==> config.mk <==
export PLATFORM = sky130hd
export DESIGN_NAME = serial_addsub
export DESIGN_NICKNAME = d
export VERILOG_FILES = /design/src/rtl/serial_addsub_pkg.sv /design/src/rtl/serial_addsub_full_adder.sv /design/src/rtl/serial_addsub.sv
export SDC_FILE = /design/constraint.sdc
export NUM_CORES = 1
export LEC_CHECK = 0
export CAP_MARGIN = 30
export CORE_MARGIN = 4
export CORE_UTILIZATION = 50
export CTS_CLUSTER_DIAMETER = 200
export DETAILED_ROUTE_END_ITERATION = 10
export PLACE_DENSITY = 0.9
export SLEW_MARGIN = 15
export SYNTH_ARGS = -nofsm -noshare
export SYNTH_HDL_FRONTEND = slang
export SYNTH_SLANG_ARGS = --single-unit
==> constraint.sdc <==
create_clock -name clk -period 2 [get_ports clk]
set_clock_uncertainty 0.15 [all_clocks]
set_input_delay 0.3 -clock clk [delete_from_list [all_inputs] [get_ports clk]]
set_output_delay 0.3 -clock clk [all_outputs]
set_load 0.03 [all_outputs]
==> src/rtl/serial_addsub_pkg.sv <==
// Shared types and constants for the bit-serial adder/subtractor.
package serial_addsub_pkg;

  typedef enum logic [1:0] {
    IDLE = 2'd0,
    RUN  = 2'd1,
    DONE = 2'd2
  } state_t;

  localparam logic MODE_ADD = 1'b0;
  localparam logic MODE_SUB = 1'b1;

  // Width of a counter that walks the bit positions 0..width-1.
  function automatic int cntWidth(input int width);
    return (width <= 2) ? 1 : $clog2(width);
  endfunction

endpackage

==> src/rtl/serial_addsub_full_adder.sv <==
// One-bit full adder made of two half-adder stages whose carries are ORed.
module full_adder_cell (
  input  logic a,
  input  logic b,
  input  logic cin,
  output logic sum,
  output logic cout
);

  logic halfSum;
  logic halfCarry;
  logic secondCarry;

  // First half-adder stage combines the two operand bits.
  assign halfSum   = a ^ b;
  assign halfCarry = a & b;

  // Second half-adder stage folds in the incoming carry; either stage may carry out.
  assign sum         = halfSum ^ cin;
  assign secondCarry = halfSum & cin;
  assign cout        = halfCarry | secondCarry;

endmodule

==> src/rtl/serial_addsub.sv <==
// Bit-serial adder/subtractor: one full-adder cell processes one bit per clock,
// LSB first, between a valid/ready operand handshake and a valid/ready result
// handshake. Defining SERIAL_ADDSUB_FLAGS_EN adds registered zero/negative flags.
module serial_addsub
  import serial_addsub_pkg::*;
#(
  parameter int WIDTH = 8
) (
  input  logic             clk,
  input  logic             rst,
  input  logic             in_valid,
  output logic             in_ready,
  input  logic [WIDTH-1:0] a,
  input  logic [WIDTH-1:0] b,
  input  logic             mode,
  output logic             out_valid,
  input  logic             out_ready,
  output logic [WIDTH-1:0] result,
  output logic             carry,
  output logic             overflow
`ifdef SERIAL_ADDSUB_FLAGS_EN
  ,
  output logic             zero,
  output logic             negative
`endif
);

  localparam int CNT_W = cntWidth(WIDTH);
  localparam logic [CNT_W-1:0] LAST_STEP = CNT_W'(WIDTH - 1);
  localparam logic [CNT_W-1:0] MSB_CIN_STEP = CNT_W'(WIDTH - 2);

  state_t            state_q, state_d;
  logic [WIDTH-1:0]  aSr_q, aSr_d;
  logic [WIDTH-1:0]  bSr_q, bSr_d;
  logic [WIDTH-1:0]  resSr_q, resSr_d;
  logic              carry_q, carry_d;
  logic              modeSub_q, modeSub_d;
  logic [CNT_W-1:0]  cnt_q, cnt_d;
  logic              cInMsb_q, cInMsb_d;
  logic              carryOut_q, carryOut_d;
  logic              overflow_q, overflow_d;
`ifdef SERIAL_ADDSUB_FLAGS_EN
  logic              orAcc_q, orAcc_d;
  logic              zero_q, zero_d;
  logic              negative_q, negative_d;
`endif

  logic faSum;
  logic faCout;

  full_adder_cell u_fa (
    .a    (aSr_q[0]),
    .b    (bSr_q[0]),
    .cin  (carry_q),
    .sum  (faSum),
    .cout (faCout)
  );

  assign in_ready  = (state_q == IDLE);
  assign out_valid = (state_q == DONE);
  assign result    = resSr_q;
  assign carry     = carryOut_q;
  assign overflow  = overflow_q;
`ifdef SERIAL_ADDSUB_FLAGS_EN
  assign zero      = zero_q;
  assign negative  = negative_q;
`endif

  // Next-state logic: subtraction is A + ~B + 1, so the carry register is preset
  // to 1 and B is stored inverted; the final step turns the carry into a borrow.
  always_comb begin
    state_d    = state_q;
    aSr_d      = aSr_q;
    bSr_d      = bSr_q;
    resSr_d    = resSr_q;
    carry_d    = carry_q;
    modeSub_d  = modeSub_q;
    cnt_d      = cnt_q;
    cInMsb_d   = cInMsb_q;
    carryOut_d = carryOut_q;
    overflow_d = overflow_q;
`ifdef SERIAL_ADDSUB_FLAGS_EN
    orAcc_d    = orAcc_q;
    zero_d     = zero_q;
    negative_d = negative_q;
`endif
    unique case (state_q)
      IDLE: begin
        if (in_valid) begin
          aSr_d     = a;
          bSr_d     = (mode == MODE_SUB) ? ~b : b;
          carry_d   = (mode == MODE_SUB);
          modeSub_d = (mode == MODE_SUB);
          cnt_d     = '0;
          state_d   = RUN;
`ifdef SERIAL_ADDSUB_FLAGS_EN
          orAcc_d   = 1'b0;
`endif
        end
      end
      RUN: begin
        resSr_d = {faSum, resSr_q[WIDTH-1:1]};
        aSr_d   = {1'b0, aSr_q[WIDTH-1:1]};
        bSr_d   = {1'b0, bSr_q[WIDTH-1:1]};
        carry_d = faCout;
        cnt_d   = cnt_q + CNT_W'(1);
`ifdef SERIAL_ADDSUB_FLAGS_EN
        orAcc_d = orAcc_q | faSum;
`endif
        if (cnt_q == MSB_CIN_STEP) begin
          cInMsb_d = faCout;
        end
        if (cnt_q == LAST_STEP) begin
          carryOut_d = modeSub_q ? ~faCout : faCout;
          overflow_d = faCout ^ cInMsb_q;
          cnt_d      = '0;
          state_d    = DONE;
`ifdef SERIAL_ADDSUB_FLAGS_EN
          zero_d     = ~(orAcc_q | faSum);
          negative_d = faSum;
`endif
        end
      end
      DONE: begin
        if (out_ready) begin
          state_d = IDLE;
        end
      end
      default: begin
        state_d = IDLE;
      end
    endcase
  end

  // State and datapath registers; reset wins over any handshake in the same cycle.
  always_ff @(posedge clk) begin
    if (rst) begin
      state_q    <= IDLE;
      aSr_q      <= '0;
      bSr_q      <= '0;
      resSr_q    <= '0;
      carry_q    <= 1'b0;
      modeSub_q  <= 1'b0;
      cnt_q      <= '0;
      cInMsb_q   <= 1'b0;
      carryOut_q <= 1'b0;
      overflow_q <= 1'b0;
`ifdef SERIAL_ADDSUB_FLAGS_EN
      orAcc_q    <= 1'b0;
      zero_q     <= 1'b0;
      negative_q <= 1'b0;
`endif
    end else begin
      state_q    <= state_d;
      aSr_q      <= aSr_d;
      bSr_q      <= bSr_d;
      resSr_q    <= resSr_d;
      carry_q    <= carry_d;
      modeSub_q  <= modeSub_d;
      cnt_q      <= cnt_d;
      cInMsb_q   <= cInMsb_d;
      carryOut_q <= carryOut_d;
      overflow_q <= overflow_d;
`ifdef SERIAL_ADDSUB_FLAGS_EN
      orAcc_q    <= orAcc_d;
      zero_q     <= zero_d;
      negative_q <= negative_d;
`endif
    end
  end

endmodule

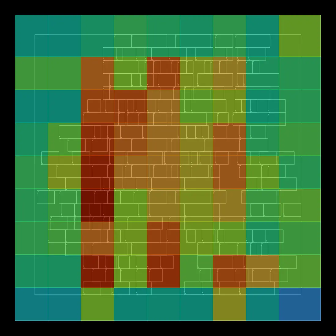
**Above:** routing congestion map.
most congested layer reported by global routing: met2
overall routing resource usage: 17.59%
average wire length per cell after detail routing: 13.55 µm
met3 usage in global routing: 5.272%

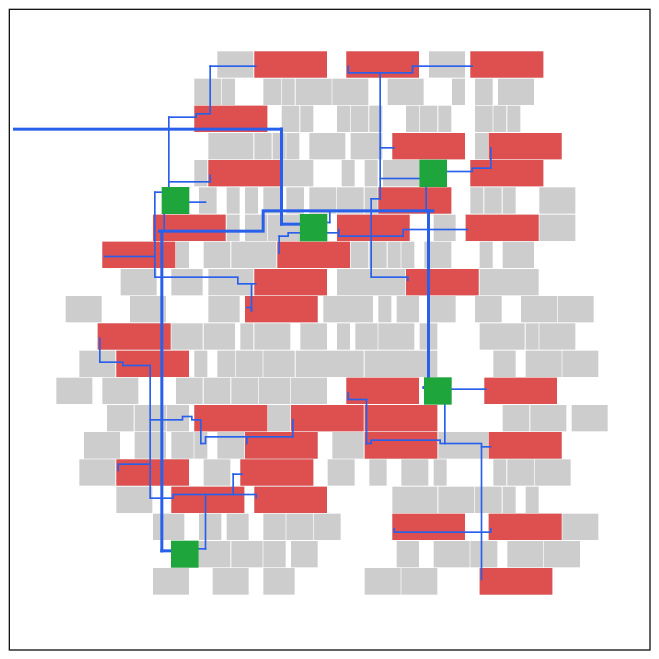
**Above:** clock wires, drivers and flops.
Drawn at 10 px/µm.
[green] clock-net drivers | count: 5
[red] flip-flops | count: 34
[blue] clock wires | length: 382 µm
routed clock nets: 6
power in the clock group: 0.391 mW
latest clock arrival within the worst-skew pair: 340 ps

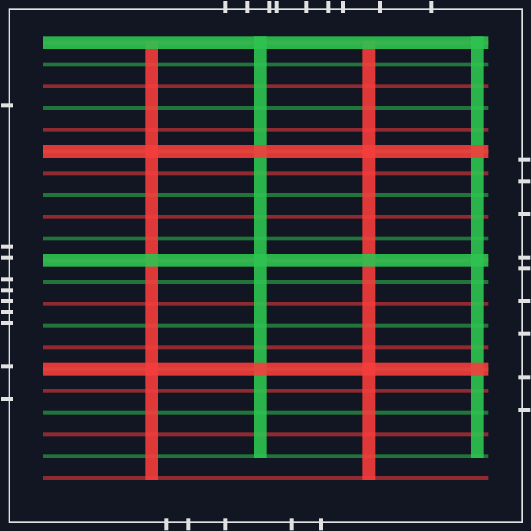
**Above:** supply network.
Drawn at 8 px/µm. Pins as bars on the die edge.
[green] VDD
[red] VSS
met1 rails: 21
met5 straps: 4
signal pins: 33
rows: 20
met4 straps: 4
Core Area: 3028 µm²
Die Height: 63.93 µm
maximum vdd drop: 0.0003313 V
horizontal die dimension: 63.93 µm

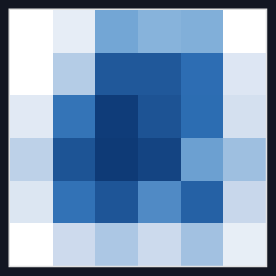
**Above:** local utilization.
Drawn at 4 px/µm. 6 x 6 tiles, from white (low) to dark blue (high), 0 to 100% covered.
nearly empty tiles: 11%
emptiest ninth of the die: upper left
tiles over 75% full: 31%
densest ninth of the die: center
fullest tile: 96%
Floorplan Utilization: 51.65%
post-layout util: 64.50%

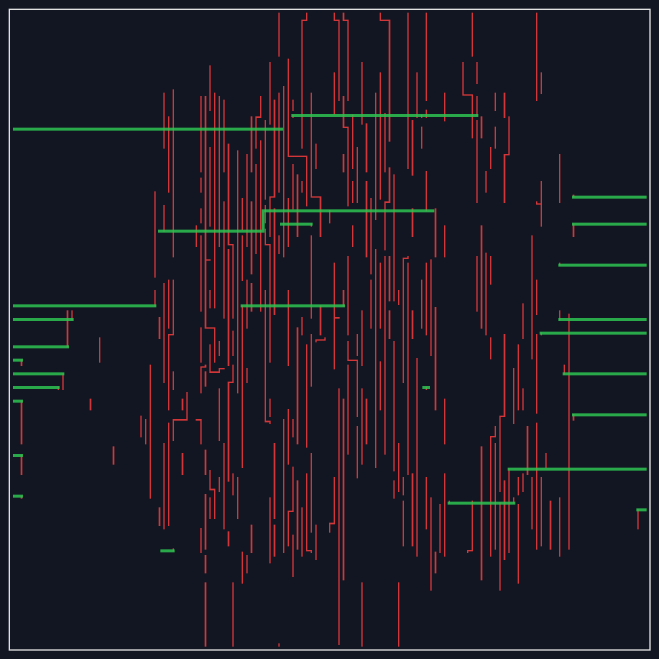
**Above:** routed metal, one color a layer.
Drawn at 10 px/µm. Two of the layers only.
[red] M2 | wire length: 1,630 µm
[green] M3 | wire length: 203 µm
total number of vias: 1,241
Routed Wire Length: 3.238 mm

[cells by family (layout without fill, tap and decap cells)]
family / Yosys count / in the layout / share of synthesized area [%]
adder cells (fa/ha/maj): 4 / 4 / 3.680
flip-flops: 34 / 34 / 43.52
multiplexers: 9 / 9 / 5.760
buffers and inverters: 16 / 50 / 6.879
AND/OR/NAND/NOR: 44 / 44 / 13.92
XOR/XNOR: 10 / 10 / 5.600
AND-OR/OR-AND: 44 / 44 / 20.64
[where the power goes]
part,switching [mW],leakage (nW),internal [mW]
Clock,0.221,0.0353,0.170
Combinational,0.108,0.400,0.114
Sequential,0.0231,0.278,0.712
Total,0.352,0.713,0.996
[layout make-up]
| cell class | count | area (µm²) |
|---|---|---|
| clock buffer | 7 | 55.05 |
| clock inverter | 1 | 5.005 |
| fill | 264 | 1075 |
| inverter | 3 | 11.26 |
| multi-input combinational | 111 | 775.7 |
| sequential | 34 | 680.7 |
| tap | 44 | 55.05 |
| timing repair buffer | 39 | 370.4 |
[worst max-delay path by stage]
stage / startpoint / end / slack, ps / cells past startpoint
global route: result[7] / result[7] / 80 / 1
floorplan: state_q[0] / state_q[1] / 480 / 5
CTS: result[7] / result[7] / 140 / 1
detailed placement: in_valid / carry_q / 120 / 4
finish: result[7] / result[7] / 150 / 1
global placement: in_valid / modeSub_q / 250 / 4
[timing repair]
item / CTS / global route
gates resized: 2 / 0
endpoints found under the setup margin: 2 / 0
buffers inserted: 0 / 0
endpoints found under the hold margin: 0 / 0
[routing by layer]
metal  wire, µm  global-route usage, %  vias up
li1           -                      -      630
met1       1347                  20.04      571
met2       1628                  30.32       34
met3        203                  5.272        6
met4         59                  7.278        0
met5          0                      0        -
==> Implementation_results.wiki <==
=== Physical design figures ===
{| class="wikitable"
! Metric !! Value
|-
| Worst min path class || flip-flop to flip-flop
|-
| Measured slew at the worst slew-check pin || between 300 and 400 ps
|-
| Sequential-to-total area share from yosys stat || between 40% and 50%
|-
| Leakage dissipation || 0.7133 nW
|-
| Crit path cell chain || clkdlybuf4s50_1
|-
| Chip area in the Yosys report || approximately 1600 µm²
|-
| Outcome || finished clean
|-
| Boundary pin count || 33
|-
| Rows || 20
|-
| Slowest cell on crit path || sky130_fd_sc_hd__clkdlybuf4s50_1
|-
| Fraction of layout cells with a size suffix above 1 || between 10% and 20%
|-
| Relative slew margins || about 74%
|-
| Number of remaining DRC errors || 0
|-
| Buf+Inv Stages, Crit Path || 1
|-
| RSZ-0062 raised after global routing || false
|-
| CTS Root Cell || sky130_fd_sc_hd__clkbuf_4
|-
| Pwr/cell area || 690.1 nW/µm²
|-
| Number of instances on the worst hold path || 2
|-
| Post-synthesis average cell area || 9.714 µm²
|-
| Worst reg-to-reg setup slack || 390 ps
|-
| Number of design-rule violations left by the first detailed-router iteration || around 70
|-
| Number of I/O port buffers || 32
|-
| Total number of nets in the final design || 219
|-
| Largest type area fraction || 43.52%
|-
| Commonest Layout Cell || sky130_fd_sc_hd__dfxtp_1
|-
| Post-synth top cells || sky130_fd_sc_hd__dfxtp_1 (34), sky130_fd_sc_hd__nand2_1 (17), sky130_fd_sc_hd__nor2_1 (15)
|-
| Global-route wire length before repair || 5.609 mm
|-
| Clock buffers created by TritonCTS || 5
|-
| Vias in the first global route || 1,243
|-
| Count of synthesis-stage warnings from yosys || 0
|-
| Instance area after placement || ~1900 µm²
|-
| Area delta synth->final || 24.88%
|-
| Flops after synth || 34
|-
| Setup crit start kind || flip-flop
|-
| Count leader, synth || sky130_fd_sc_hd__dfxtp_1
|-
| Post-synthesis async set-or-reset flop share || 0%
|-
| Maximum clock rate || 541.4 MHz
|-
| Number of standard cells in the layout, taps in and fillers out || 239
|-
| Total of hold buffers inserted after clock tree synthesis || 0
|-
| Critical register-to-register path startpoint || state_q[0]
|-
| Via density per instance || between 5 and 6
|-
| Prevailing post-synth register cell || sky130_fd_sc_hd__dfxtp_1
|-
| Commonest non-fill, non-tap cells in the layout || sky130_fd_sc_hd__dfxtp_1 (34), sky130_fd_sc_hd__clkdlybuf4s50_1 (30), sky130_fd_sc_hd__nand2_1 (17)
|-
| Time the final worst path needs with I/O delays and setup || 1847 ps
|-
| Count of tool warnings || 27
|-
| Worst Min Path Start || result[0]
|-
| Max-slew violation count || 0
|-
| Clock sinks || 34
|-
| Post-synthesis net count || 186
|-
| Maximum number of pins on one net before global-route repair || 21
|-
| Post-route total power || 1.348 mW
|-
| Antenna diode count || 0
|-
| Global-route congestion overflow total || 0
|-
| Worst path max stage delay || 680 ps
|-
| Final Setup Violations || 0
|-
| Max-cap violations || 0
|-
| Post-Route Hold Slack || 308.6 ps
|-
| Clock edge transition at the registers on the reported setup and hold paths || 100 ps
|}
Power and IR drop assume default switching activity.
